--- config.mk ---
export PLATFORM = sky130hd
export DESIGN_NAME = mul_hilo_ctrl_flat
export DESIGN_NICKNAME = d
export VERILOG_FILES = /design/src/rtl/mul_hilo_ctrl_pkg.sv /design/src/rtl/mul_hilo_ctrl_if.sv /design/src/rtl/mul_hilo_ctrl_sign_cond.sv /design/src/rtl/mul_hilo_ctrl.sv /design/src/flat_wrapper.sv
export SDC_FILE = /design/constraint.sdc
export NUM_CORES = 1
export LEC_CHECK = 0
export CORE_UTILIZATION = 43
export DETAILED_ROUTE_END_ITERATION = 12
export PLACE_DENSITY = 0.76
export RECOVER_POWER = 50
export SLEW_MARGIN = 20
export SYNTH_ARGS = -nofsm -noshare
export SYNTH_HDL_FRONTEND = slang
export SYNTH_SLANG_ARGS = --single-unit
export TNS_END_PERCENT = 30
--- constraint.sdc ---
create_clock -name Clk -period 2.2 [get_ports Clk]
set_input_delay 0.55 -clock Clk [delete_from_list [all_inputs] [get_ports Clk]]
set_output_delay 0.55 -clock Clk [all_outputs]
set_load 0.05 [all_outputs]
--- src/rtl/mul_hilo_ctrl_pkg.sv ---
// Shared types and sizes for the HI/LO multiply controller and the multiplier
// it drives.
package mul_pkg;

   localparam int MUL_W       = 16;
   localparam int PROD_W      = 32;
   localparam int TIMEOUT_DEF = 48;

   typedef enum logic [1:0] {
      IDLE,
      ISSUE,
      WAIT,
      CORR
   } state_t;

endpackage

--- src/rtl/mul_hilo_ctrl_if.sv ---
// Bus between the HI/LO controller (master) and the sequential shift-add
// multiplier (slave).
interface mul_hilo_ctrl_if;
   import mul_pkg::*;

   logic              Mul_St;
   logic [MUL_W-1:0]  Mul_A;
   logic [MUL_W-1:0]  Mul_B;
   logic              Mul_Idle;
   logic              Mul_Done;
   logic [PROD_W-1:0] Mul_Produto;

   modport master (
      output Mul_St,
      output Mul_A,
      output Mul_B,
      input  Mul_Idle,
      input  Mul_Done,
      input  Mul_Produto
   );

   modport slave (
      input  Mul_St,
      input  Mul_A,
      input  Mul_B,
      output Mul_Idle,
      output Mul_Done,
      output Mul_Produto
   );

endinterface

--- src/rtl/mul_hilo_ctrl_sign_cond.sv ---
// Sign conditioning around an unsigned multiplier: operand magnitudes, result
// sign, and the final two's-complement correction of the product.
module mul_sign_cond
   import mul_pkg::*;
(
   input  logic              sign_en,
   input  logic [MUL_W-1:0]  op_a,
   input  logic [MUL_W-1:0]  op_b,
   input  logic              neg,
   input  logic [PROD_W-1:0] prod,
   output logic [MUL_W-1:0]  mag_a,
   output logic [MUL_W-1:0]  mag_b,
   output logic              neg_req,
   output logic [PROD_W-1:0] prod_fix
);

   // 0x8000 negates to itself, which is the correct unsigned magnitude.
   assign mag_a    = (sign_en && op_a[MUL_W-1]) ? -op_a : op_a;
   assign mag_b    = (sign_en && op_b[MUL_W-1]) ? -op_b : op_b;
   assign neg_req  = sign_en & (op_a[MUL_W-1] ^ op_b[MUL_W-1]);
   assign prod_fix = neg ? -prod : prod;

endmodule

--- src/rtl/mul_hilo_ctrl.sv ---
// Issue/writeback controller: launches the shift-add multiplier, restores the
// product sign, and owns the architectural HI/LO registers.
module mul_hilo_ctrl
   import mul_pkg::*;
#(
   parameter int TIMEOUT = TIMEOUT_DEF
)
(
   input  logic             Clk,
   input  logic             Rst_n,
   input  logic             Req,
   input  logic             Signed,
   input  logic [MUL_W-1:0] OpA,
   input  logic [MUL_W-1:0] OpB,
   input  logic             Wr_Hi,
   input  logic             Wr_Lo,
   input  logic [MUL_W-1:0] Wr_Data,
   mul_hilo_ctrl_if.master  mul,
   output logic [MUL_W-1:0] Hi,
   output logic [MUL_W-1:0] Lo,
   output logic             Busy,
   output logic             Valid,
   output logic             Err
);

   localparam int CNT_W = $clog2(TIMEOUT);

   state_t            state;
   state_t            next_state;
   logic [CNT_W-1:0]  cnt;
   logic              neg;
   logic [PROD_W-1:0] prod;
   logic [MUL_W-1:0]  mag_a;
   logic [MUL_W-1:0]  mag_b;
   logic              neg_req;
   logic [PROD_W-1:0] prod_fix;
   logic              timeout_hit;

   mul_sign_cond u_sign (
      .sign_en  (Signed),
      .op_a     (OpA),
      .op_b     (OpB),
      .neg      (neg),
      .prod     (prod),
      .mag_a    (mag_a),
      .mag_b    (mag_b),
      .neg_req  (neg_req),
      .prod_fix (prod_fix)
   );

   assign timeout_hit = (cnt == CNT_W'(TIMEOUT - 1));
   assign Busy        = (state != IDLE);

   always_ff @(posedge Clk) begin
      if (!Rst_n) begin
         state <= IDLE;
      end else begin
         state <= next_state;
      end
   end

   // Mul_St waits for Mul_Idle so a multiplier still running after a reset is
   // allowed to drain before the next launch.
   always_comb begin
      next_state = state;
      mul.Mul_St = 1'b0;
      Valid      = 1'b0;
      case (state)
         IDLE: begin
            if (Req) begin
               next_state = ISSUE;
            end
         end
         ISSUE: begin
            if (mul.Mul_Idle) begin
               mul.Mul_St = 1'b1;
               next_state = WAIT;
            end
         end
         WAIT: begin
            if (mul.Mul_Done) begin
               next_state = CORR;
            end else if (timeout_hit) begin
               next_state = IDLE;
            end
         end
         CORR: begin
            Valid      = 1'b1;
            next_state = IDLE;
         end
         default: next_state = IDLE;
      endcase
   end

   // A write issued together with Req lands first and is overwritten at CORR.
   always_ff @(posedge Clk) begin
      if (!Rst_n) begin
         Hi        <= '0;
         Lo        <= '0;
         mul.Mul_A <= '0;
         mul.Mul_B <= '0;
         neg       <= 1'b0;
         Err       <= 1'b0;
         cnt       <= '0;
         prod      <= '0;
      end else begin
         case (state)
            IDLE: begin
               if (Wr_Hi) begin
                  Hi <= Wr_Data;
               end
               if (Wr_Lo) begin
                  Lo <= Wr_Data;
               end
               if (Req) begin
                  mul.Mul_A <= mag_a;
                  mul.Mul_B <= mag_b;
                  neg       <= neg_req;
                  Err       <= 1'b0;
               end
            end
            ISSUE: begin
               if (mul.Mul_Idle) begin
                  cnt <= '0;
               end
            end
            WAIT: begin
               if (mul.Mul_Done) begin
                  prod <= mul.Mul_Produto;
               end else if (timeout_hit) begin
                  Err <= 1'b1;
               end else begin
                  cnt <= cnt + 1'b1;
               end
            end
            CORR: begin
               {Hi, Lo} <= prod_fix;
            end
            default: ;
         endcase
      end
   end

endmodule

--- src/flat_wrapper.sv ---
// flat-port wrapper written by rule: the top's interface ports become plain ports
module mul_hilo_ctrl_flat import mul_pkg::*;
#(
   parameter int TIMEOUT = TIMEOUT_DEF
)
  (Clk, Rst_n, Req, Signed, OpA, OpB, Wr_Hi, Wr_Lo, Wr_Data, Hi, Lo, Busy, Valid, Err, mul_Mul_St, mul_Mul_A, mul_Mul_B, mul_Mul_Idle, mul_Mul_Done, mul_Mul_Produto);
  mul_hilo_ctrl_if mul_i ();
  input  logic Clk;
  input  logic Rst_n;
  input  logic Req;
  input  logic Signed;
  input  logic [MUL_W-1:0] OpA;
  input  logic [MUL_W-1:0] OpB;
  input  logic Wr_Hi;
  input  logic Wr_Lo;
  input  logic [MUL_W-1:0] Wr_Data;
  output logic [MUL_W-1:0] Hi;
  output logic [MUL_W-1:0] Lo;
  output logic Busy;
  output logic Valid;
  output logic Err;
  output wire logic [$bits(mul_i.Mul_St)-1:0] mul_Mul_St;
  output wire logic [$bits(mul_i.Mul_A)-1:0] mul_Mul_A;
  output wire logic [$bits(mul_i.Mul_B)-1:0] mul_Mul_B;
  input wire logic [$bits(mul_i.Mul_Idle)-1:0] mul_Mul_Idle;
  input wire logic [$bits(mul_i.Mul_Done)-1:0] mul_Mul_Done;
  input wire logic [$bits(mul_i.Mul_Produto)-1:0] mul_Mul_Produto;
  assign mul_Mul_St = mul_i.Mul_St;
  assign mul_Mul_A = mul_i.Mul_A;
  assign mul_Mul_B = mul_i.Mul_B;
  assign mul_i.Mul_Idle = mul_Mul_Idle;
  assign mul_i.Mul_Done = mul_Mul_Done;
  assign mul_i.Mul_Produto = mul_Mul_Produto;
  mul_hilo_ctrl #(.TIMEOUT(TIMEOUT)) u_core (.Clk(Clk), .Rst_n(Rst_n), .Req(Req), .Signed(Signed), .OpA(OpA), .OpB(OpB), .Wr_Hi(Wr_Hi), .Wr_Lo(Wr_Lo), .Wr_Data(Wr_Data), .mul(mul_i), .Hi(Hi), .Lo(Lo), .Busy(Busy), .Valid(Valid), .Err(Err));
endmodule
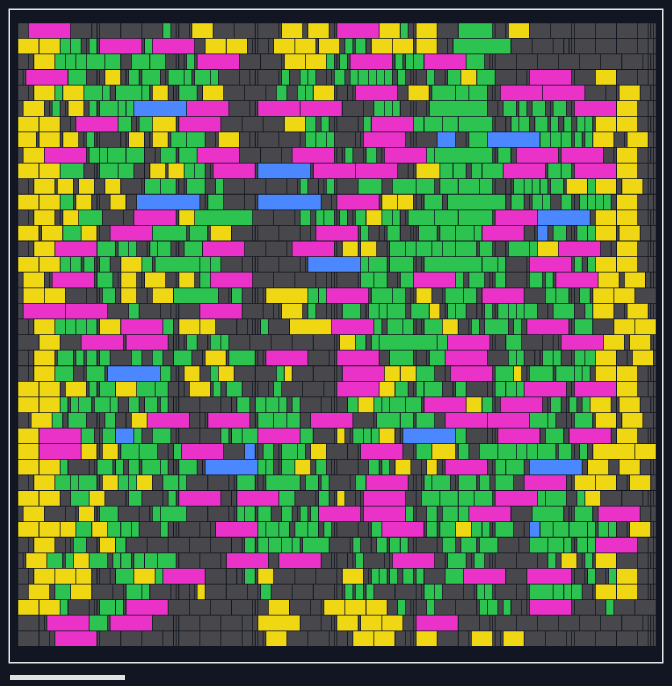
*Placement by cell class*
Scale bar: 20 um. Fill, decap, tap and diode cells in gray.
Key: green = combinational and other logic [cells 518, share of their area 42%]; blue = clock drivers and dummy loads [cells 16, share of their area 4.1%]; yellow = remaining buffers and delay cells [cells 221, share of their area 27%]; magenta = sequential cells [cells 106, share of their area 27%]

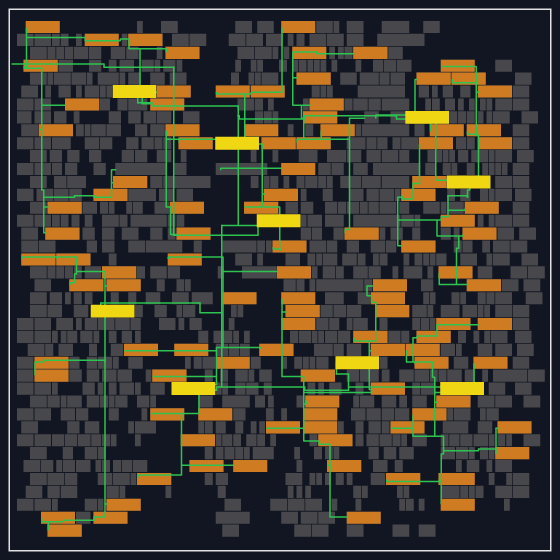
*Routed clock nets over the placement*
Key: yellow = clock drivers [count 9]; green = clock wires [length 1,330 um]; orange = flip-flops [count 106]
There are 10 routed clock nets.

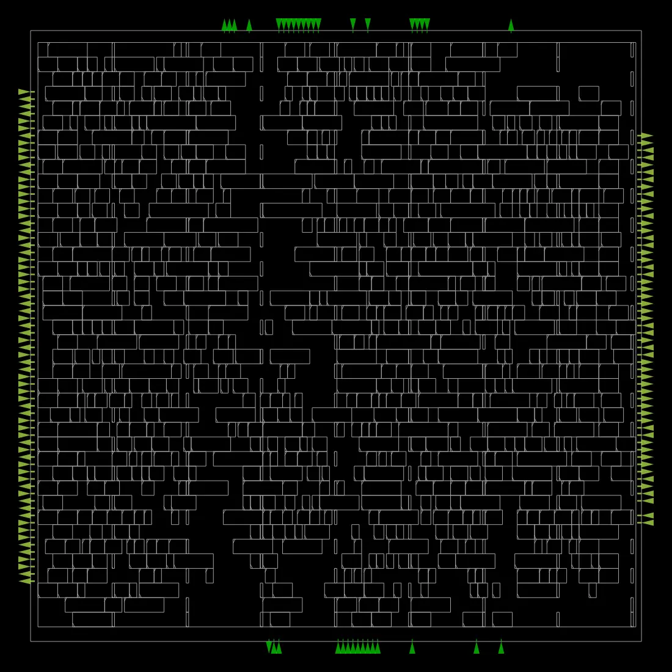
*Placed standard cells*
Core Region: 0.0121 mm2
Flops: 106
Post-Layout Cell Count: 1,030
Filler Cells Inserted: 1,019
Well Taps: 168

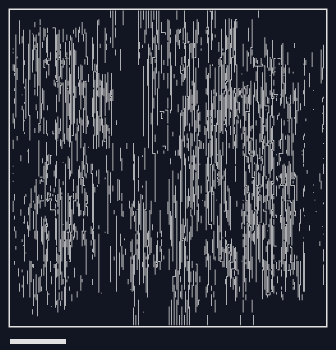
*Signal wires on met2*
Scale bar: 20 um.
The layer carries 7,620 um of wire. The layer holds 46% of the routed length. The longest straight run is 51.0 um. 807 nets have wire on it.

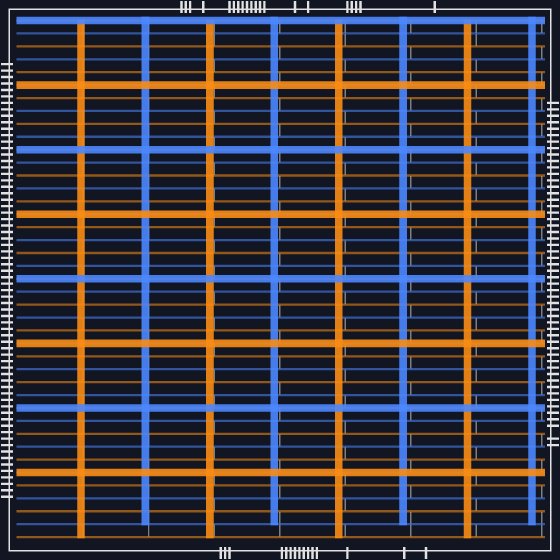
*Floorplan with the power grid*
Pins as bars on the die edge. Tap cells in gray.
Key: orange = VSS; blue = VDD
The core has 40 rows. 168 tap cells. 41 met1 rails follow the rows. 156 signal pins sit on the boundary. 8 straps on met5.

==> flow_summary_export.csv <==
group,metric,value,unit
global_routing,overflow,0,
clocking,numClockSinks,106,
job,drv_cap,0,
worst_setup_path,r2r_end,"u_core.Hi[15]",
status,status,"finished, violations left",
synthesis,yosysMostFrequentCell,"nand2_1",
timing,setup_slack,-28.6,ps
synthesis,syn_inst,670,
synthesis,async_flop_share,0,%
die,die_width,114,um
timing,worst_slew_pin_slew,687,ps
worst_setup_path,ff2ff_path_depth,5,
timing,fin_skew,3.59,ps
synthesis,top_area_share,39.5,%
synthesis,syn_area_per_cell,8.01,um2
synthesis,synth-seq-cells,106,
timing,hold_slack,467,ps
status,failed_checks,"setup timing",
clocking,cts_tree,"done",
global_routing,grt_pass1_wl,25800,um
routing,via_per_inst,5.48,
worst_setup_path,crit_type,"in -> reg",
die,floorplan.core_util,44.3,%
power_and_ir_drop,peakVddDrop,0.494,mV
synthesis,synth_nets,762,
clocking,postCtsSetupRepairBufs,0,
worst_setup_path,cp_data_required_time,2420,ps
synthesis,synthTopCellsByCount,"nand2_1 (118), dfxtp_1 (106), a21oi_1 (81), nor2_1 (48), clkbuf_1 (40)",
finish,regArea,0.00212,mm2
worst_setup_path,crit_path_end,"u_core.mul.Mul_A[11]",
die,fp.dieH,114,um
routing,drc_errors,0,
timing,slew_headroom,54.2,%
routing,ant_nets,0,
die,row_count,40,
job,log.warning_count,29,
global_routing,grt_pass1_vias,5347,
routing,vias,5644,
placed_design,hpwl,12000,um
timing,setup_viol,4,
stage by stage:
| stage | util [%] | setup slack (ps) | total power, uW | cell area (um2) | std cells |
|---|---|---|---|---|---|
| after floorplan | - | -123 | 3010 | 5370 | 670 |
| after global placement | 61.9 | -504 | 3610 | 7490 | 1011 |
| after detailed placement | 61.9 | -548 | 3630 | 7490 | 1011 |
| after CTS | 65.2 | -32.2 | 5400 | 7890 | 1027 |
| after global routing | 65.8 | -98.6 | 5620 | 7970 | 1030 |
| final | 65.8 | -28.6 | 5390 | 7970 | 1030 |
placed cells by master (no fill, tap or decap), drive strengths merged, types with 3 or more instances in the layout:
master | Yosys | layout
a211oi | 13 | 13
a21oi | 81 | 81
a311oi | 7 | 7
a31oi | 3 | 3
and2 | 3 | 3
buf | 7 | 63
clkbuf | 40 | 16
clkdlybuf4s50 | 0 | 149
clkinv | 0 | 4
dfxtp | 106 | 106
ha | 4 | 4
inv | 11 | 12
mux2 | 3 | 3
mux2i | 4 | 4
nand2 | 118 | 118
nand2b | 7 | 7
nand3 | 10 | 10
nand4 | 4 | 4
nor2 | 48 | 48
nor3 | 6 | 6
nor3b | 4 | 4
nor4 | 6 | 6
o211ai | 4 | 4
o21a | 4 | 4
o21ai | 29 | 29
o221ai | 9 | 9
o22ai | 14 | 14
o31ai | 14 | 14
o41ai | 17 | 17
or2 | 3 | 3
or3 | 15 | 16
or4 | 12 | 12
xnor2 | 14 | 14
xor2 | 37 | 37
cell families (layout without fill, tap and decap cells):
| family | Yosys count | count (layout) | synth area share, % |
|---|---|---|---|
| AND-OR/OR-AND | 201 | 201 | 24.7 |
| multiplexers | 7 | 7 | 1.37 |
| other | 0 | 1 | 0 |
| AND/OR/NAND/NOR | 243 | 244 | 20.9 |
| XOR/XNOR | 51 | 51 | 8.32 |
| flip-flops | 106 | 106 | 39.5 |
| adder cells (fa/ha/maj) | 4 | 4 | 0.932 |
| buffers and inverters | 58 | 248 | 4.26 |
metal layers:
layer	track usage [%]	vias to the layer above	routed length, um
met5	0	-	0
met4	9.47	0	468
met3	8.77	31	1440
met2	42.2	252	7620
met1	30.2	2577	6890
li1	-	2784	-
cell type report:
cell class / instances / area share [%]
multi-input cells: 507 / 40.2
flip-flops and latches: 106 / 26.6
clock inverters: 7 / 1.16
inverters: 11 / 0.518
clock buffers: 9 / 2.82
diodes: 1 / 0.0314
well taps: 168 / 2.64
repair buffers: 221 / 26.0
power breakdown:
group / internal, uW / switching, uW
combinational: 605 / 909
clock: 998 / 744
sequential: 2040 / 86.3
what timing repair did:
item	4_1_cts	5_1_grt
pin swaps	10	20
gates resized	14	18
gates cloned	0	2
endpoints found under the hold margin	0	0
setup endpoints to repair	8	15
critical path, delay by kind of cell:
family                    cells  cell delay [ps]
and+or+nand+nor               2              890
buffers and inverters         2              580
AOI/OAI and AO/OA             2              260
xor gates and xnor gates      1              170
state kept, by name, summed over array words and instances, names as in the netlist, 2 cells and up:
register          count
u_core.prod          32
u_core.Hi            16
u_core.Lo            16
u_core.mul.Mul_A     16
u_core.mul.Mul_B     16
u_core.cnt            6
u_core.state          2
Power figures rest on the tool's default switching activity, not on a simulated workload.
